m2.png
The bar under the picture is 20 um long.
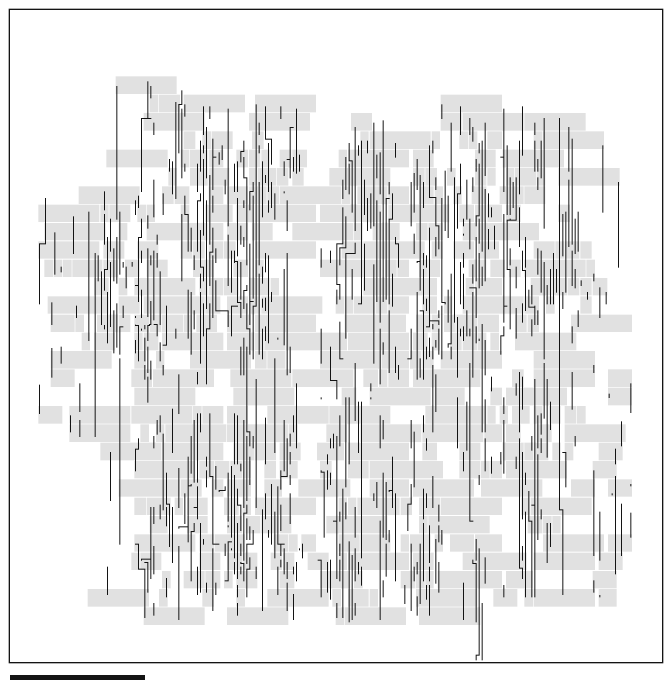
congestion_map.png
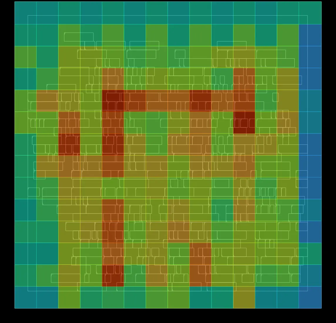
--- config.mk ---
export PLATFORM = sky130hd
export DESIGN_NAME = filter_select_ctrl_flat
export DESIGN_NICKNAME = d
export VERILOG_FILES = /design/src/rtl/filter_select_ctrl_if.sv /design/src/rtl/filter_select_ctrl.sv /design/src/flat_wrapper.sv
export SDC_FILE = /design/constraint.sdc
export NUM_CORES = 1
export LEC_CHECK = 0
export CORE_MARGIN = 4
export CORE_UTILIZATION = 50
export CTS_BUF_LIST = sky130_fd_sc_hd__clkbuf_16
export DETAILED_ROUTE_END_ITERATION = 12
export PLACE_DENSITY = 0.73
export REMOVE_ABC_BUFFERS = 1
export SYNTH_ARGS = -nofsm -noshare
export SYNTH_HDL_FRONTEND = slang
export SYNTH_SLANG_ARGS = --single-unit
--- constraint.sdc ---
create_clock -name clk -period 5.3 [get_ports clk]
set_input_delay 1.06 -clock clk [delete_from_list [all_inputs] [get_ports clk]]
set_output_delay 1.06 -clock clk [all_outputs]
set_load 0.01 [all_outputs]
--- src/rtl/filter_select_ctrl_if.sv ---
// Filter-selection handshake bundle: raw buttons and menu enable in, select pulses and menu state out.
// The master side is the button/menu controller; the slave side is the filter block and overlay.
interface filter_select_ctrl_if;
    logic       menu_en;
    logic       btn_up;
    logic       btn_down;
    logic       btn_enter;
    logic       select0;
    logic       select1;
    logic       select2;
    logic       select3;
    logic       filters_en;
    logic       filters_user_in_en;
    logic [1:0] cursor;
    logic [1:0] committed;

    modport master (
        input  menu_en,
        input  btn_up,
        input  btn_down,
        input  btn_enter,
        output select0,
        output select1,
        output select2,
        output select3,
        output filters_en,
        output filters_user_in_en,
        output cursor,
        output committed
    );

    modport slave (
        output menu_en,
        output btn_up,
        output btn_down,
        output btn_enter,
        input  select0,
        input  select1,
        input  select2,
        input  select3,
        input  filters_en,
        input  filters_user_in_en,
        input  cursor,
        input  committed
    );
endinterface

--- src/rtl/filter_select_ctrl.sv ---
// Button debouncer, 4-entry menu cursor and one-cycle filter select commit for the filter pipeline.
// Optional hold-to-repeat cursor stepping is enabled by defining FILTER_SEL_AUTO_REPEAT_EN.
module filter_select_ctrl #(
    parameter int DEBOUNCE_CYCLES = 650000,
    parameter int CNT_W           = 20,
    parameter int REPEAT_CYCLES   = 16250000
) (
    input  logic                 clk,
    input  logic                 rst,
    filter_select_ctrl_if.master bus
);

    localparam int NB    = 3;
    localparam int UP    = 0;
    localparam int DOWN  = 1;
    localparam int ENTER = 2;
    localparam logic [CNT_W-1:0] DEB_LAST = CNT_W'(DEBOUNCE_CYCLES - 1);

    typedef enum logic [1:0] {
        IDLE,
        BROWSE,
        COMMIT,
        WAIT_RELEASE
    } state_t;

    logic [NB-1:0]    rawBtn;
    logic [NB-1:0]    meta_q;
    logic [NB-1:0]    sync_q;
    logic [NB-1:0]    deb_q;
    logic [NB-1:0]    deb_d;
    logic [NB-1:0]    debPrev_q;
    logic [NB-1:0]    pressEv;
    logic [CNT_W-1:0] bounceCnt_q [NB];
    logic [CNT_W-1:0] bounceCnt_d [NB];

    state_t     state_q;
    state_t     state_d;
    logic [1:0] cursor_q;
    logic [1:0] cursor_d;
    logic [1:0] committed_q;
    logic [1:0] committed_d;
    logic [3:0] select_q;
    logic [3:0] select_d;
    logic       filtersEn_q;
    logic       filtersEn_d;
    logic       userInEn_q;
    logic       userInEn_d;
    logic       upStep;
    logic       downStep;

    assign rawBtn  = {bus.btn_enter, bus.btn_down, bus.btn_up};
    assign pressEv = deb_q & ~debPrev_q;

    // A button's debounced level flips only after the synced input disagrees for a full run.
    always_comb begin
        deb_d = deb_q;
        for (int i = 0; i < NB; i++) begin
            bounceCnt_d[i] = '0;
            if (sync_q[i] != deb_q[i]) begin
                if (bounceCnt_q[i] == DEB_LAST) begin
                    deb_d[i] = sync_q[i];
                end else begin
                    bounceCnt_d[i] = bounceCnt_q[i] + CNT_W'(1);
                end
            end
        end
    end

    always_ff @(posedge clk or negedge rst) begin
        if (!rst) begin
            meta_q    <= '0;
            sync_q    <= '0;
            deb_q     <= '0;
            debPrev_q <= '0;
            for (int i = 0; i < NB; i++) begin
                bounceCnt_q[i] <= '0;
            end
        end else begin
            meta_q    <= rawBtn;
            sync_q    <= meta_q;
            deb_q     <= deb_d;
            debPrev_q <= deb_q;
            for (int i = 0; i < NB; i++) begin
                bounceCnt_q[i] <= bounceCnt_d[i];
            end
        end
    end

`ifdef FILTER_SEL_AUTO_REPEAT_EN
    localparam int RPT_W = $clog2(REPEAT_CYCLES + 1);
    localparam logic [RPT_W-1:0] RPT_LAST = RPT_W'(REPEAT_CYCLES);

    logic [RPT_W-1:0] repeatCnt_q;
    logic [RPT_W-1:0] repeatCnt_d;
    logic             holdUp;
    logic             holdDown;
    logic             repeatFire;

    // Counter tracks cycles since the current single-direction hold began in BROWSE.
    always_comb begin
        holdUp      = deb_q[UP] & ~deb_q[DOWN];
        holdDown    = deb_q[DOWN] & ~deb_q[UP];
        repeatFire  = 1'b0;
        repeatCnt_d = '0;
        if (state_q == BROWSE && (holdUp || holdDown)) begin
            if (pressEv[UP] || pressEv[DOWN]) begin
                repeatCnt_d = RPT_W'(1);
            end else if (repeatCnt_q == RPT_LAST) begin
                repeatFire  = 1'b1;
                repeatCnt_d = RPT_W'(1);
            end else begin
                repeatCnt_d = repeatCnt_q + RPT_W'(1);
            end
        end
    end

    always_ff @(posedge clk or negedge rst) begin
        if (!rst) begin
            repeatCnt_q <= '0;
        end else begin
            repeatCnt_q <= repeatCnt_d;
        end
    end

    assign upStep   = pressEv[UP] | (repeatFire & holdUp);
    assign downStep = pressEv[DOWN] | (repeatFire & holdDown);
`else
    logic unusedRepeatCfg;

    assign unusedRepeatCfg = (REPEAT_CYCLES > 0);
    assign upStep          = pressEv[UP];
    assign downStep        = pressEv[DOWN];
`endif

    // Select pulses and filters_en are registered on entry to COMMIT so they are glitch-free.
    always_comb begin
        state_d     = state_q;
        cursor_d    = cursor_q;
        committed_d = committed_q;
        filtersEn_d = filtersEn_q;
        select_d    = '0;
        userInEn_d  = 1'b0;
        unique case (state_q)
            IDLE: begin
                if (bus.menu_en) begin
                    state_d = BROWSE;
                end
            end
            BROWSE: begin
                if (!bus.menu_en) begin
                    state_d = IDLE;
                end else if (pressEv[ENTER]) begin
                    state_d     = COMMIT;
                    select_d    = 4'b0001 << cursor_q;
                    userInEn_d  = 1'b1;
                    filtersEn_d = (cursor_q != 2'd3);
                end else if (upStep && !downStep) begin
                    cursor_d = cursor_q + 2'd1;
                end else if (downStep && !upStep) begin
                    cursor_d = cursor_q - 2'd1;
                end
            end
            COMMIT: begin
                committed_d = cursor_q;
                state_d     = WAIT_RELEASE;
            end
            WAIT_RELEASE: begin
                if (!bus.menu_en) begin
                    state_d = IDLE;
                end else if (!deb_q[ENTER]) begin
                    state_d = BROWSE;
                end
            end
            default: begin
                state_d = IDLE;
            end
        endcase
    end

    always_ff @(posedge clk or negedge rst) begin
        if (!rst) begin
            state_q     <= IDLE;
            cursor_q    <= 2'd0;
            committed_q <= 2'd3;
            select_q    <= '0;
            filtersEn_q <= 1'b0;
            userInEn_q  <= 1'b0;
        end else begin
            state_q     <= state_d;
            cursor_q    <= cursor_d;
            committed_q <= committed_d;
            select_q    <= select_d;
            filtersEn_q <= filtersEn_d;
            userInEn_q  <= userInEn_d;
        end
    end

    assign bus.select0            = select_q[0];
    assign bus.select1            = select_q[1];
    assign bus.select2            = select_q[2];
    assign bus.select3            = select_q[3];
    assign bus.filters_en         = filtersEn_q;
    assign bus.filters_user_in_en = userInEn_q;
    assign bus.cursor             = cursor_q;
    assign bus.committed          = committed_q;

endmodule

--- src/flat_wrapper.sv ---
// flat-port wrapper written by rule: the top's interface ports become plain ports
module filter_select_ctrl_flat 
#(
    parameter int DEBOUNCE_CYCLES = 650000,
    parameter int CNT_W           = 20,
    parameter int REPEAT_CYCLES   = 16250000
)
  (clk, rst, bus_menu_en, bus_btn_up, bus_btn_down, bus_btn_enter, bus_select0, bus_select1, bus_select2, bus_select3, bus_filters_en, bus_filters_user_in_en, bus_cursor, bus_committed);
  filter_select_ctrl_if bus_i ();
  input  logic clk;
  input  logic rst;
  input wire logic [$bits(bus_i.menu_en)-1:0] bus_menu_en;
  input wire logic [$bits(bus_i.btn_up)-1:0] bus_btn_up;
  input wire logic [$bits(bus_i.btn_down)-1:0] bus_btn_down;
  input wire logic [$bits(bus_i.btn_enter)-1:0] bus_btn_enter;
  output wire logic [$bits(bus_i.select0)-1:0] bus_select0;
  output wire logic [$bits(bus_i.select1)-1:0] bus_select1;
  output wire logic [$bits(bus_i.select2)-1:0] bus_select2;
  output wire logic [$bits(bus_i.select3)-1:0] bus_select3;
  output wire logic [$bits(bus_i.filters_en)-1:0] bus_filters_en;
  output wire logic [$bits(bus_i.filters_user_in_en)-1:0] bus_filters_user_in_en;
  output wire logic [$bits(bus_i.cursor)-1:0] bus_cursor;
  output wire logic [$bits(bus_i.committed)-1:0] bus_committed;
  assign bus_i.menu_en = bus_menu_en;
  assign bus_i.btn_up = bus_btn_up;
  assign bus_i.btn_down = bus_btn_down;
  assign bus_i.btn_enter = bus_btn_enter;
  assign bus_select0 = bus_i.select0;
  assign bus_select1 = bus_i.select1;
  assign bus_select2 = bus_i.select2;
  assign bus_select3 = bus_i.select3;
  assign bus_filters_en = bus_i.filters_en;
  assign bus_filters_user_in_en = bus_i.filters_user_in_en;
  assign bus_cursor = bus_i.cursor;
  assign bus_committed = bus_i.committed;
  filter_select_ctrl #(.DEBOUNCE_CYCLES(DEBOUNCE_CYCLES), .CNT_W(CNT_W), .REPEAT_CYCLES(REPEAT_CYCLES)) u_core (.clk(clk), .rst(rst), .bus(bus_i));
endmodule
==> impl_metrics.yaml <==
# physical design summary
sta:
  hold_viol: 0
  fin_crit_ps: 2470
  timing.setup.tns_ps: 0
  max_freq_ghz: 0.405
  finalClockPeriodUsage_pct: 46.6
  relSlewSlack_pct: 33.0
  setup_slack_ps: 2830
worst_hold_path:
  hold_depth: 0
  hold_path_class: "register to register"
  hp-start: "u_core.meta_q[2]"
run:
  tool_warnings: 25
  maxCapViolations: 0
synth:
  simple_gate_area_share_pct: 26.0
  ys_ff: 84
  avgSynthCellArea_sq_um: 10.4
  netlist.area_leader.share_pct: 52.0
  netlist_area_sq_um: 3950
  mux_area_share_pct: 1.43
  edf_count: 0
  ys_async_sr_fraction_pct: 100
  yosys_warnings: 0
die:
  fp_util_pct: 51.4
  die_w_um: 96.9
  dieArea_sq_um: 9380
  fp-row-count: 32
placement:
  dp.cells: 490
  preCtsSetupSlack_ps: 2960
  dpl-instance-area_sq_um: 4190
  gp_congestion: 0.875
routing:
  routed.top_layer: "met4"
  met1Wirelength_um: 3270
  met3_wirelength_um: 209
  ant_nets: 0
critical_path:
  worstReg2RegEnd: "u_core.bounceCnt_q[2]"
  r2r_start: "u_core.bounceCnt_q[5]"
  crit_cells: 1
  crit_family: "buffers and inverters"
  r2r_slack_ps: 3100
  rr_worst_depth: 4
  cp_cell_sequence: "clkdlybuf4s50_1"
  critPathArrivalTime_ps: 1410
  crit_fanout: 8
  crit_path_end_kind: "output pin"
cells_and_area:
  num_antenna_cells: 0
  largest_register: "u_core.bounceCnt_q"
  finalNetCount: 409
  syn_to_final_growth_pct: 14.0
  fin_cells: 506
  final_util_pct: 58.6
  fillers: 657
clocking:
  cts_resized: 0
  clk_pin_slew_worst_paths_ps: 60
  cts_sinks: 84
  cts_hold_buffers: 0
  cts_max_level: 3
power:
  p_sw_share_pct: 20.9
  switchingPower_w: 0.000286
  clkPwrFrac_pct: 47.7
  combinationalPower_w: 0.0000478
  cellLeakagePower_nw: 1.84
  power_frac_seq_pct: 48.8
global_routing:
  grt_pass1_vias: 2861
  grt_max_degree: 85
  antenna_found_initial: 0
run_status:
  status: "finished, final reports clean"
## Picture notes: m2.png
share of all routed wire: 49%
longest straight run: 58.1 um
nets with wire on the layer: 343
met2 Resource Use GR: 26.8%
Total Routed Length: 6920 um
vias post-DR: 2,777

## Picture notes: congestion_map.png
GR Util met3: 4.76%
busiest grt layer: met2
Overall Global Routing Usage: 16.2%
Avg WL per Cell: 13.7 um

[layout make-up]
class,instances,share of cell area [%]
clock inverters,7,1.97
repair buffers,16,3.45
inverters,11,0.917
well taps,102,2.83
clock buffers,9,5.00
flip-flops and latches,84,46.7
multi-input cells,277,39.1
[cells in the final DEF, fill, tap and decap left out, types with 3 or more instances in the layout]
master,n
mux2_1,3
xor2_1,22
o21ai_0,7
and3_1,6
nand3_1,21
clkinv_1,3
nand2b_1,3
and2_1,3
nor2_1,59
clkdlybuf4s50_1,14
or3_1,9
nand4_1,20
nand2_1,20
a21oi_1,16
xnor2_1,25
nor4b_1,5
ha_1,4
clkbuf_16,9
o31ai_1,3
and4_1,6
dfrtp_1,82
inv_1,11
or4_1,3
nor4_1,12
nor3_1,9
Power and IR drop assume default switching activity.
